==> config.mk <==
export PLATFORM = sky130hd
export DESIGN_NAME = gate_stim_sequencer
export DESIGN_NICKNAME = d
export VERILOG_FILES = /design/src/rtl/gate_stim_sequencer_pkg.sv /design/src/rtl/gate_stim_sequencer_golden.sv /design/src/rtl/gate_stim_sequencer.sv
export SDC_FILE = /design/constraint.sdc
export NUM_CORES = 1
export LEC_CHECK = 0
export ABC_AREA = 1
export CAP_MARGIN = 10
export CORE_MARGIN = 2
export CORE_UTILIZATION = 41
export CTS_CLUSTER_DIAMETER = 30
export CTS_CLUSTER_SIZE = 20
export DETAILED_ROUTE_END_ITERATION = 8
export PLACE_DENSITY = 0.77
export REMOVE_ABC_BUFFERS = 1
export SYNTH_ARGS = -nofsm -noshare
export SYNTH_HDL_FRONTEND = slang
export SYNTH_SLANG_ARGS = --single-unit
export TNS_END_PERCENT = 1
==> constraint.sdc <==
create_clock -name clk -period 1.2 [get_ports clk]
set_input_delay 0.36 -clock clk [delete_from_list [all_inputs] [get_ports clk]]
set_output_delay 0.36 -clock clk [all_outputs]
set_load 0.02 [all_outputs]
==> src/rtl/gate_stim_sequencer_pkg.sv <==
// Shared definitions for the All_Gates stimulus/capture sequencer: FSM state
// encoding, gate vector layout and error-counter limits.
package gate_stim_sequencer_pkg;

   typedef enum logic [1:0] {
      ST_IDLE   = 2'd0,
      ST_APPLY  = 2'd1,
      ST_SAMPLE = 2'd2,
      ST_FINISH = 2'd3
   } state_t;

   localparam int GATE_VEC_W = 7;
   localparam int SAMPLE_W   = GATE_VEC_W + 2;

   // Bit position of each gate output inside gates_in
   localparam int GATE_AND  = 6;
   localparam int GATE_OR   = 5;
   localparam int GATE_NOT  = 4;
   localparam int GATE_NAND = 3;
   localparam int GATE_NOR  = 2;
   localparam int GATE_XOR  = 1;
   localparam int GATE_XNOR = 0;

   localparam int          ERR_W   = 3;
   localparam logic [2:0]  ERR_MAX = 3'd4;

endpackage

==> src/rtl/gate_stim_sequencer_golden.sv <==
// Reference All_Gates response for a given (a,b); used by the optional
// self-check comparator in gate_stim_sequencer.
module gate_golden_model
   import gate_stim_sequencer_pkg::*;
(
   input  logic                  i_a,
   input  logic                  i_b,
   output logic [GATE_VEC_W-1:0] o_gates
);

   always_comb begin
      o_gates            = '0;
      o_gates[GATE_AND]  = i_a & i_b;
      o_gates[GATE_OR]   = i_a | i_b;
      o_gates[GATE_NOT]  = ~i_a;
      o_gates[GATE_NAND] = ~(i_a & i_b);
      o_gates[GATE_NOR]  = ~(i_a | i_b);
      o_gates[GATE_XOR]  = i_a ^ i_b;
      o_gates[GATE_XNOR] = ~(i_a ^ i_b);
   end

endmodule

==> src/rtl/gate_stim_sequencer.sv <==
// Walks {a,b} through 00..11, dwells, captures All_Gates outputs per vector.
// Optional GATE_CHECK_EN adds a golden comparator driving err_cnt.
module gate_stim_sequencer
   import gate_stim_sequencer_pkg::*;
#(
   parameter int DWELL_CYCLES = 10,
   parameter int CNT_W        = $clog2(DWELL_CYCLES + 1)
)(
   input  logic                  clk,
   input  logic                  rst_n,
   input  logic                  start,
   input  logic [GATE_VEC_W-1:0] gates_in,
   output logic                  a,
   output logic                  b,
   output logic                  busy,
   output logic [1:0]            vec_idx,
   output logic                  sample_valid,
   output logic [SAMPLE_W-1:0]   sample_data,
   output logic                  done,
   output logic [ERR_W-1:0]      err_cnt
);

   localparam logic [CNT_W-1:0] DWELL_LAST = CNT_W'(DWELL_CYCLES - 1);

   state_t                r_state;
   state_t                w_state_nxt;
   logic [CNT_W-1:0]      r_cnt;
   logic [1:0]            r_vec_idx;
   logic                  r_sample_valid;
   logic [SAMPLE_W-1:0]   r_sample_data;
   logic                  w_drive;
   logic                  w_busy;
   logic                  w_done;
   logic                  w_a;
   logic                  w_b;

   always_ff @(posedge clk) begin
      if (!rst_n) begin
         r_state <= ST_IDLE;
      end else begin
         r_state <= w_state_nxt;
      end
   end

   always_comb begin
      w_state_nxt = r_state;
      case (r_state)
         ST_IDLE:   if (start) w_state_nxt = ST_APPLY;
         ST_APPLY:  if (r_cnt == DWELL_LAST) w_state_nxt = ST_SAMPLE;
         ST_SAMPLE: w_state_nxt = (r_vec_idx == 2'd3) ? ST_FINISH : ST_APPLY;
         ST_FINISH: w_state_nxt = ST_IDLE;
         default:   w_state_nxt = ST_IDLE;
      endcase
   end

   // Stimulus is only driven while a vector is live; FINISH returns a,b to 0
   always_comb begin
      w_drive = 1'b0;
      w_busy  = 1'b0;
      w_done  = 1'b0;
      case (r_state)
         ST_APPLY:  begin w_drive = 1'b1; w_busy = 1'b1; end
         ST_SAMPLE: begin w_drive = 1'b1; w_busy = 1'b1; end
         ST_FINISH: w_done = 1'b1;
         default:   ;
      endcase
   end

   assign w_a = w_drive & r_vec_idx[1];
   assign w_b = w_drive & r_vec_idx[0];

   always_ff @(posedge clk) begin
      if (!rst_n) begin
         r_cnt          <= '0;
         r_vec_idx      <= 2'd0;
         r_sample_valid <= 1'b0;
         r_sample_data  <= '0;
      end else begin
         r_sample_valid <= (r_state == ST_SAMPLE);
         case (r_state)
            ST_IDLE: begin
               if (start) begin
                  r_cnt     <= '0;
                  r_vec_idx <= 2'd0;
               end
            end
            ST_APPLY: r_cnt <= r_cnt + 1'b1;
            ST_SAMPLE: begin
               r_sample_data <= {w_a, w_b, gates_in};
               if (r_vec_idx != 2'd3) begin
                  r_vec_idx <= r_vec_idx + 2'd1;
                  r_cnt     <= '0;
               end
            end
            ST_FINISH: r_vec_idx <= 2'd0;
            default: ;
         endcase
      end
   end

`ifdef GATE_CHECK_EN
   logic [GATE_VEC_W-1:0] w_golden;
   logic                  w_mismatch;
   logic [ERR_W-1:0]      r_err_cnt;

   gate_golden_model u_golden (
      .i_a     (w_a),
      .i_b     (w_b),
      .o_gates (w_golden)
   );

   assign w_mismatch = (gates_in != w_golden);

   // Count survives done so software can read it until the next start
   always_ff @(posedge clk) begin
      if (!rst_n) begin
         r_err_cnt <= '0;
      end else if (r_state == ST_IDLE && start) begin
         r_err_cnt <= '0;
      end else if (r_state == ST_SAMPLE && w_mismatch && r_err_cnt != ERR_MAX) begin
         r_err_cnt <= r_err_cnt + 1'b1;
      end
   end

   assign err_cnt = r_err_cnt;
`else
   assign err_cnt = '0;
`endif

   assign a            = w_a;
   assign b            = w_b;
   assign busy         = w_busy;
   assign vec_idx      = r_vec_idx;
   assign sample_valid = r_sample_valid;
   assign sample_data  = r_sample_data;
   assign done         = w_done;

endmodule

Figure 1. Power grid (run 1).
Pins as bars on the die edge. Tap cells in grey.
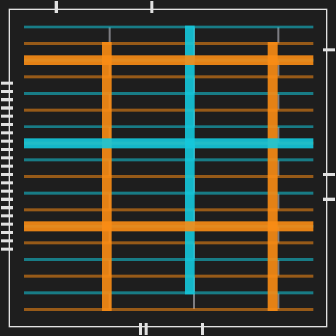
legend:
  VDD:
    colour: cyan
  VSS:
    colour: orange
tap cells: 28
met5 straps: 3
overall die height: 51.7 microns
width of the chip: 51.7 microns

Figure 2. Placed cells, one colour a class (run 1).
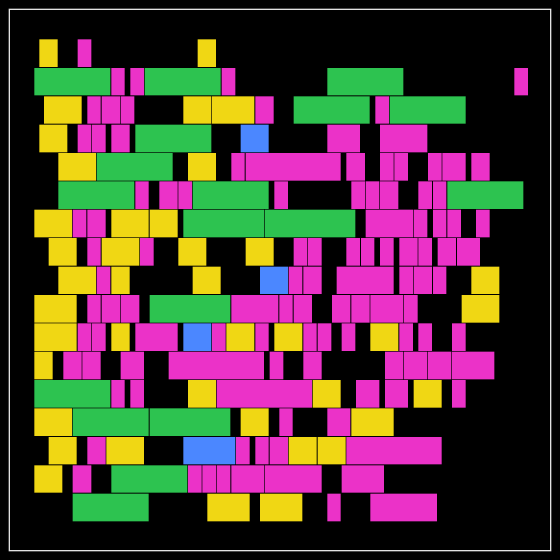
legend:
  registers:
    colour: green
    cells: 18
  remaining buffers and delay cells:
    colour: yellow
    cells: 40
  remaining logic cells:
    colour: magenta
    cells: 110
  clock drivers and dummy loads:
    colour: blue
    cells: 4

==> run notes <==
- **result of the run** complete, but fails checks
- **violated checks** setup timing
- **HP Class** flop to flop
- **flip-flop count of the largest register, all copies and words added** 9
- **detailed-placement wirelength estimate** 1760 microns
- **share of the final layout cell area in sequential cells** 25.9%
- **DR WL met3** 136 microns
- **overflow left after global routing** 0
- **bufs w/o clock** 40
- **start point of the worst min-delay path** vec_idx[0]
- **number of distinct library cells after synthesis** 16
- **buffer type at the clock tree root** sky130_fd_sc_hd__clkbuf_4
- **number of warnings the tools reported** 33
- **power share of the sequential group** 29.5%
- **CP dominant cell by count** sky130_fd_sc_hd__inv_2
- **CP arrival** 1.18 ns
- **yosys-reported design area after synthesis** 935 sq um
- **detailed-route DRC error count** 0
- **Logic Gate Count** 93
- **proportion of synthesized area in mux cells** 0%
- **cell count after placement** 195
- **Post-Syn Instances** 131
- **end point of the critical path** b
- **total power of the final layout** 0.00308 W
- **Most common reg cell** sky130_fd_sc_hd__dfxtp_1
- **combinational cell fraction of total power** 58.4%
- **Post-Synthesis Cell Area** 935 sq um
- **yosys simple share** 28.4%
- **final setup fails** 12
- **Top Layer Used** met4
- **layout overhead on the synthesized area** 51.9%
- **met3 global-route usage** 5.17%
- **# Taps** 28
- **Worst setup EP type** primary output
- **detailed router's first-iteration violation count** 1
- **Area after DPL** 1300 sq um
- **flip-flops** 18
- **area of the placeable core** 2190 sq um
- **Filler Cells Inserted** 184
- **sequential element share of the synthesized area** 38.6%
- **clk_buf instances** 4
- **Final Hold Vio Count** 0
- **PD cells** 2170 nW/um^2
- **Static Leak** 0.716 nW
- **routing usage on met2** 38.5%
- **Crit path depth** 5
- **power group with the largest share** combinational cells
- **multi-input combinational area share** 41.0%
- **largest contributor to cell area by class** multi-input combinational cells
- **leading cell types in the layout, fill and taps excluded** sky130_fd_sc_hd__nor2_1 (29), sky130_fd_sc_hd__buf_4 (20), sky130_fd_sc_hd__nand2_1 (14), sky130_fd_sc_hd__dfxtp_1 (14), sky130_fd_sc_hd__inv_1 (12)
- **CTS tree** yes
- **type of element launching the critical path** flop
- **largest family of logic cells by area** simple AND/OR/NAND/NOR gates
- **buffer share of cell area** 23.4%
- **WL met2** 1290 microns
- **highest achievable clock rate** 0.650 GHz
- **Synth flops** 18
- **Post-Synthesis Mean Instance Area** 7.13 sq um
- **cell family with the largest share of critical-path delay** flip-flops
- **AO/OA Area Share** 10.3%
- **Top-Level Pins** 29
- **number of global-route vias before repair** 947
- **first-pass GRT wire length** 4010 microns
- **start point of the critical path** r_state[0]
- **fraction of synthesized cell area taken by the top area cell type** 38.6%
- **worst reg-to-reg path cell count** 8
- **number of levels the H-tree was split into** 1
- **area of all placed cells without fillers** 1420 sq um
- **Total Wirelength** 2470 microns
- **end of the worst hold path** sample_data[7]
- **CTS hold repair buffers** 0
- **final-stage net count** 192
- **most common library cells after synthesis** sky130_fd_sc_hd__nor2_1 (29), sky130_fd_sc_hd__dfxtp_1 (18), sky130_fd_sc_hd__inv_1 (17), sky130_fd_sc_hd__nand2_1 (17), sky130_fd_sc_hd__o21ai_0 (12)
- **Sinks on Clock Net** 18
- **post-synth tally of flip-flops with integrated enable** 0
- **post-placement worst setup slack** -0.557 ns
- **post-cts resize count** 90
- **routability-driven placement congestion ratio** 0.794
- **total vias in the final route** 946
- **total die size** 2680 sq um
- **portion of the layout cell area used by clock cells** 2.56%
- **synthesized-area fraction occupied by adder cells** 12.0%
- **Reg clk slew, reported paths** 0.10 ns
- **unrepaired setup endpoints after global routing** yes
- **number of buffer and inverter instances along the worst setup path** 3
- **floorplan utilization** 42.7%
- **post-CTS setup repair buffer count** 0
- **worst reg2reg endpoint** r_state[1]
- **Hold Worst Slack** 0.513 ns
- **max-cap check violation count** 0
- **beginning of the worst register-to-register path** r_state[0]
- **cell with the most instances after synthesis** sky130_fd_sc_hd__nor2_1
- **PnR worst setup slack** -0.338 ns
- **largest net degree at the start of global routing** 13
- **Late-Pin Clk Latency** 0.29 ns
- **Seq group** 0.000907 W
- **Flop area** 368 sq um
- **peak supply drop** 1.51 mV
- **min Tclk post-route** 1.54 ns
- **number of input and output port buffers inserted** 25
- **reg-to-reg slack, setup** -0.13 ns
- **count of warnings emitted by yosys** 0
- **TNS Setup** -2.04 ns
- **# rows** 17
- **Finished Layout Cells** 200
- **Slowest Stage Delay on Critical Path** 0.35 ns
- **grt met1 use** 21.2%
- **required time of the critical path** 0.84 ns
- **Antenna diodes** 0
- **proportion of layout cells with a drive suffix above 1** 36.6%
- **Final Max Tran Viols** 0
- **Logic inverters** 17
- **final core utilization** 64.8%
- **largest clock skew in the final design** 0.0105 ns
- **iteration tally of the first detailed-router pass** 4
- **cell depth of the worst min-delay path** 2
- **cell count listed in synth_stat.txt** 131
- **reported combinational group power** 0.00180 W
- **Slowest-stage cell, CP** sky130_fd_sc_hd__dfxtp_2
- **Overall Global Routing Usage** 20.5%
- **Antenna Nets Post-Route** 0
- **sum of routed wire segments on met1** 1000 microns
- **via count normalized by instance count** 4.73
- **most area-hungry cell type in the Yosys netlist** sky130_fd_sc_hd__dfxtp_1
- **cell breakdown of the critical path** inv_2 > ha_4 > nand2_2 > inv_2 > buf_6
- **worst-path maximum fanout** 3
- **cts bufs inserted** 3
- **Top area cell types** sky130_fd_sc_hd__dfxtp_1 (39%), sky130_fd_sc_hd__ha_1 (12%), sky130_fd_sc_hd__nor2_1 (12%)
- **worst setup path category** flop to primary output
- **internal portion of total power** 0.00179 W
- **area fraction in xor and xnor cells** 0%
- **routed wire length per instance** 12.3 microns
- **number of buffers on the longest clock path** 2
Figure 3. Routed clock nets over the placement (run 1).
Scale bar: 20 microns.
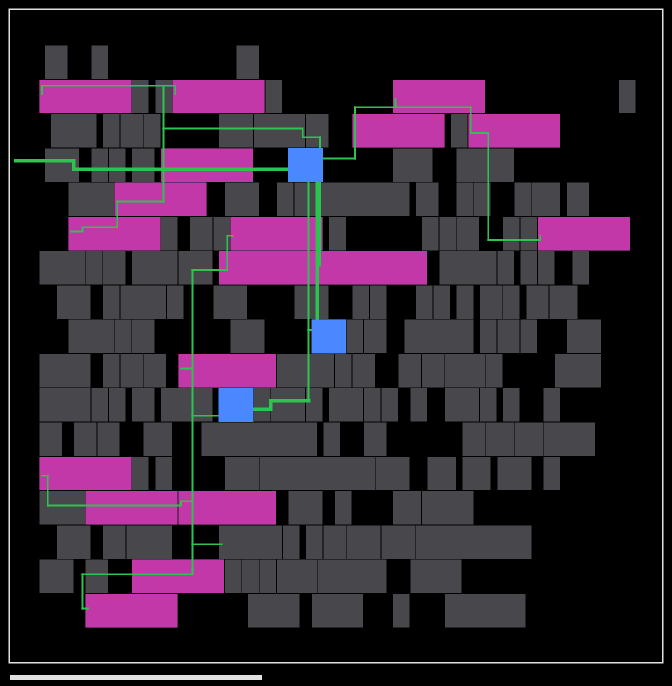
legend:
  clock-net drivers:
    colour: blue
    count: 3
  clock wires:
    colour: green
    length: 218 microns
  flip-flops:
    colour: magenta
    count: 18
routed clock nets: 4
part of the total power dissipated in the clock network: 12.1%
clock network power: 0.000371 W

Power is estimated from default activity; no workload was simulated.
